==> src/rtl/dsmod1.sv <==
// First-order delta-sigma modulator: one output bit per clock, 1-clock latency, no backpressure.
// Asynchronous clr empties the integrator and forces out low.
module dsmod1 #(
    parameter int n = 16
) (
    input  logic                clk,
    input  logic                clr,
    input  logic signed [n-1:0] in,
    output logic                out
);

    localparam int W = n + 2;
    localparam logic signed [W-1:0] HALF = {2'b00, 1'b1, {(n-1){1'b0}}};

    logic signed [W-1:0] integ;
    logic signed [W-1:0] fb;
    logic signed [W-1:0] integ_nxt;

    // Feedback is +/- half scale so the integrator stays within +/-2^n.
    always_comb begin
        fb        = out ? HALF : -HALF;
        integ_nxt = integ + {{2{in[n-1]}}, in} - fb;
    end

    always_ff @(posedge clk or posedge clr) begin
        if (clr) begin
            integ <= '0;
            out   <= 1'b0;
        end else begin
            integ <= integ_nxt;
            out   <= ~integ_nxt[W-1];
        end
    end

endmodule

==> src/rtl/dsmod_ctl.sv <==
// Sample-rate controller for dsmod1: one-entry pending buffer, soft-mute ramp, underrun flag.
// Samples take effect at the next period boundary; in_ready drops while a sample is pending.
module dsmod_ctl #(
    parameter int n    = 16,
    parameter int osr  = 64,
    parameter int step = 256
) (
    input  logic                clk,
    input  logic                clr,
    input  logic                en,
    input  logic                mute,
    input  logic signed [n-1:0] in,
    input  logic                in_valid,
    output logic                in_ready,
    output logic                out,
    output logic                tick,
    output logic                underrun
);

    localparam int CW = $clog2(osr);
    localparam int NW = n + 1;
    localparam logic [CW-1:0]        CMAX   = CW'(osr - 1);
    localparam logic signed [NW-1:0] STEP_W = NW'(step);

    typedef enum logic [1:0] {
        IDLE = 2'd0,
        RUN  = 2'd1,
        MUTE = 2'd2
    } state_t;

    state_t                state;
    state_t                state_nxt;
    logic                  en_q;
    logic                  mod_off;
    logic                  mod_clr;
    logic [CW-1:0]         cnt;
    logic signed [n-1:0]   cur;
    logic signed [n-1:0]   pend;
    logic                  pend_v;
    logic                  accept;
    logic signed [NW-1:0]  cur_x;
    logic signed [NW-1:0]  ramp_w;
    logic signed [n-1:0]   cur_ramp;

    assign tick     = en_q && (cnt == CMAX);
    assign in_ready = (state == MUTE) ? 1'b1 : ~pend_v;
    assign accept   = in_valid & in_ready;

    // Ramp one step toward zero in n+1 bits so -2^(n-1) cannot wrap.
    always_comb begin
        cur_x  = {cur[n-1], cur};
        ramp_w = '0;
        if (cur_x > 0) begin
            ramp_w = cur_x - STEP_W;
            if (ramp_w < 0) ramp_w = '0;
        end else if (cur_x < 0) begin
            ramp_w = cur_x + STEP_W;
            if (ramp_w > 0) ramp_w = '0;
        end
        cur_ramp = ramp_w[n-1:0];
    end

    always_comb begin
        state_nxt = state;
        if (!en_q) begin
            state_nxt = IDLE;
        end else begin
            case (state)
                IDLE:    state_nxt = mute ? MUTE : RUN;
                RUN:     if (tick && mute)  state_nxt = MUTE;
                MUTE:    if (tick && !mute) state_nxt = RUN;
                default: state_nxt = IDLE;
            endcase
        end
    end

    always_ff @(posedge clk or posedge clr) begin
        if (clr) begin
            state   <= IDLE;
            en_q    <= 1'b0;
            mod_off <= 1'b1;
            cnt     <= '0;
        end else begin
            state   <= state_nxt;
            en_q    <= en;
            mod_off <= ~en_q;
            if (!en_q || cnt == CMAX) cnt <= '0;
            else                      cnt <= cnt + 1'b1;
        end
    end

    // Boundary behaviour follows the mute level sampled at that edge, so a
    // MUTE->RUN boundary already consumes (or underruns) like RUN.
    always_ff @(posedge clk or posedge clr) begin
        if (clr) begin
            cur      <= '0;
            pend     <= '0;
            pend_v   <= 1'b0;
            underrun <= 1'b0;
        end else if (!en_q) begin
            cur      <= '0;
            pend_v   <= 1'b0;
            underrun <= 1'b0;
        end else if (state == IDLE) begin
            cur      <= '0;
            underrun <= 1'b0;
            if (accept) begin
                pend   <= in;
                pend_v <= 1'b1;
            end
        end else if (tick) begin
            if (mute) begin
                cur    <= cur_ramp;
                pend_v <= 1'b0;
            end else if (pend_v) begin
                cur    <= pend;
                pend_v <= 1'b0;
            end else begin
                underrun <= 1'b1;
                if (accept) begin
                    pend   <= in;
                    pend_v <= 1'b1;
                end
            end
        end else if (state == MUTE) begin
            pend_v <= 1'b0;
        end else if (accept) begin
            pend   <= in;
            pend_v <= 1'b1;
        end
    end

    assign mod_clr = clr | mod_off;

    dsmod1 #(.n(n)) u_mod (
        .clk (clk),
        .clr (mod_clr),
        .in  (cur),
        .out (out)
    );

endmodule

==> config.mk <==
export PLATFORM = sky130hd
export DESIGN_NAME = dsmod_ctl
export DESIGN_NICKNAME = d
export VERILOG_FILES = /design/src/rtl/dsmod1.sv /design/src/rtl/dsmod_ctl.sv
export SDC_FILE = /design/constraint.sdc
export NUM_CORES = 1
export LEC_CHECK = 0
export CAP_MARGIN = 30
export CORE_ASPECT_RATIO = 1.25
export CORE_MARGIN = 2
export CORE_UTILIZATION = 40
export CTS_CLUSTER_SIZE = 20
export DETAILED_ROUTE_END_ITERATION = 10
export PLACE_DENSITY = 0.55
export SYNTH_ARGS = -nofsm -noshare
export SYNTH_HDL_FRONTEND = slang
export SYNTH_SLANG_ARGS = --single-unit
==> constraint.sdc <==
create_clock -name clk -period 1.7 [get_ports clk]
set_input_delay 0.34 -clock clk [delete_from_list [all_inputs] [get_ports clk]]
set_output_delay 0.34 -clock clk [all_outputs]
set_load 0.1 [all_outputs]
==> notes.md <==
flow finished, numbers: Worst R2R Setup Slack=-530 ps, post-route cell area=0.006322 mm2, count of plain and timing-repair buffers=147, Horiz. Die Dim=93.46 um, count of sequential standard cells=63, top cells by count=sky130_fd_sc_hd__inv_1, sky130_fd_sc_hd__dfrtp_1, sky130_fd_sc_hd__ha_1, Resized Gates After CTS=52, Non-clock buffer share=0.2038, clock sinks=63, Switching Fraction=0.3252, maximum buffer depth of the clock tree=2, group drawing the most power=combinational cells, top layer used by detailed routing=met4, violated checks=setup timing, AO/OA Area Share=0.1513, dominant kind of combinational cell=AND-OR/OR-AND gates, Adder Share, Synth=0.1207, data arrival at the endpoint of the critical path=2440 ps, simple-gate portion of the synthesized area=0.1382, Non-Clock Inverter Count=65, worst setup timing slack at the placement stage=-705.5 ps, run status=finished, violations left, worst hold slack=332.9 ps, dominant cell by count in the synthesized netlist=sky130_fd_sc_hd__inv_1, final routed wirelength across all metal layers=10580 um, register bank with the most flops=u_mod.integ, post-synth design cell area=0.004001 mm2, final count of negative-setup-slack endpoints=48, count of TritonRoute iterations in the first routing pass=4, total number of nets in the final design=612, Worst Max-Slew Pin Slew=406.6 ps, H-tree depth=3, Synth warnings=0, Clock Buffer Count=11, largest registers=u_mod.integ x18, cur x16, pend x16, Max Freq=0.4494 GHz, # rows=40, remaining number of nets flagged by the antenna check after routing=0, fraction of area in clock buffers and inverters=0.05640, post-detailed-route via-to-cell ratio=5.095, cell total in the yosys stat output=405, placer congestion estimate=0.9137, max FFs per register=18, area grow syn2layout=58.00%, worst max-slew margin expressed relative to the limit=0.7289, final worst setup slack=-525.1 ps, chip area line of the yosys report=0.004001 mm2, Top delay family on crit path=AND-OR/OR-AND gates, ranking of synthesized cells by area=sky130_fd_sc_hd__dfrtp_1, sky130_fd_sc_hd__ha_1, sky130_fd_sc_hd__inv_1, number of tap cells inserted=126
-- worst max-delay path by stage --
| stage | startpoint | cells past startpoint | endpoint | slack [ps] |
|---|---|---|---|---|
| global route | cur[8]$_DFFE_PP0P_ | 10 | u_mod.integ[16]$_DFF_PP0_ | -630 |
| CTS | cur[2]$_DFFE_PP0P_ | 8 | cur[9]$_DFFE_PP0P_ | -480 |
| floorplan | state[1]$_DFFE_PP0P_ | 7 | pend[0]$_DFFE_PP0P_ | -470 |
| global placement | cur[2]$_DFFE_PP0P_ | 9 | u_mod.out$_DFF_PP0_ | -600 |
| detailed placement | cur[2]$_DFFE_PP0P_ | 9 | u_mod.out$_DFF_PP0_ | -710 |
| finish | cur[7]$_DFFE_PP0P_ | 10 | u_mod.integ[16]$_DFF_PP0_ | -530 |
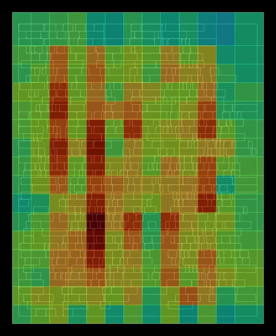
congestion.png
routing usage on met1: 0.2421
end-of-flow core utilization: 0.6545
met2 demand-to-capacity share in global routing: 0.3770
GRT met3 Usage: 0.03836

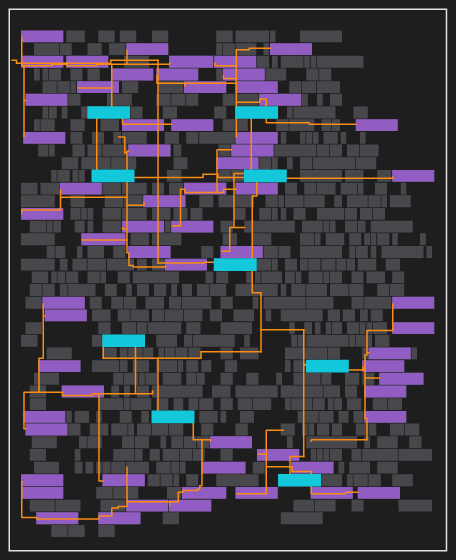
clk_routes.png
orange -> clock wires  # length 933 um
purple -> flip-flops  # count 63
cyan -> clock drivers  # count 9
routed clock nets = 10
Layout Skew: 7.176 ps
power drawn by the clock network: 2.18 mW
source-to-sink clock delay at the later pin of the worst-skew pair: 330 ps
Clk pwr share: 0.295

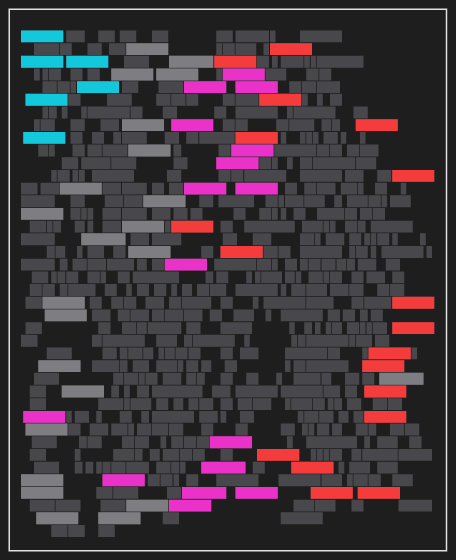
flops_by_reg.png
Other sequential cells in the stronger grey, the rest of the logic in the fainter grey.
red -> u_mod.integ  # sequential cells 18
magenta -> cur  # sequential cells 16
cyan -> cnt  # sequential cells 6, where top left
not coloured = 23
FF+latch area: 0.001583 mm2
Flop+latch power: 1.90 mW
sequential share of cell area: 0.2503

Power is estimated from default activity; no workload was simulated.
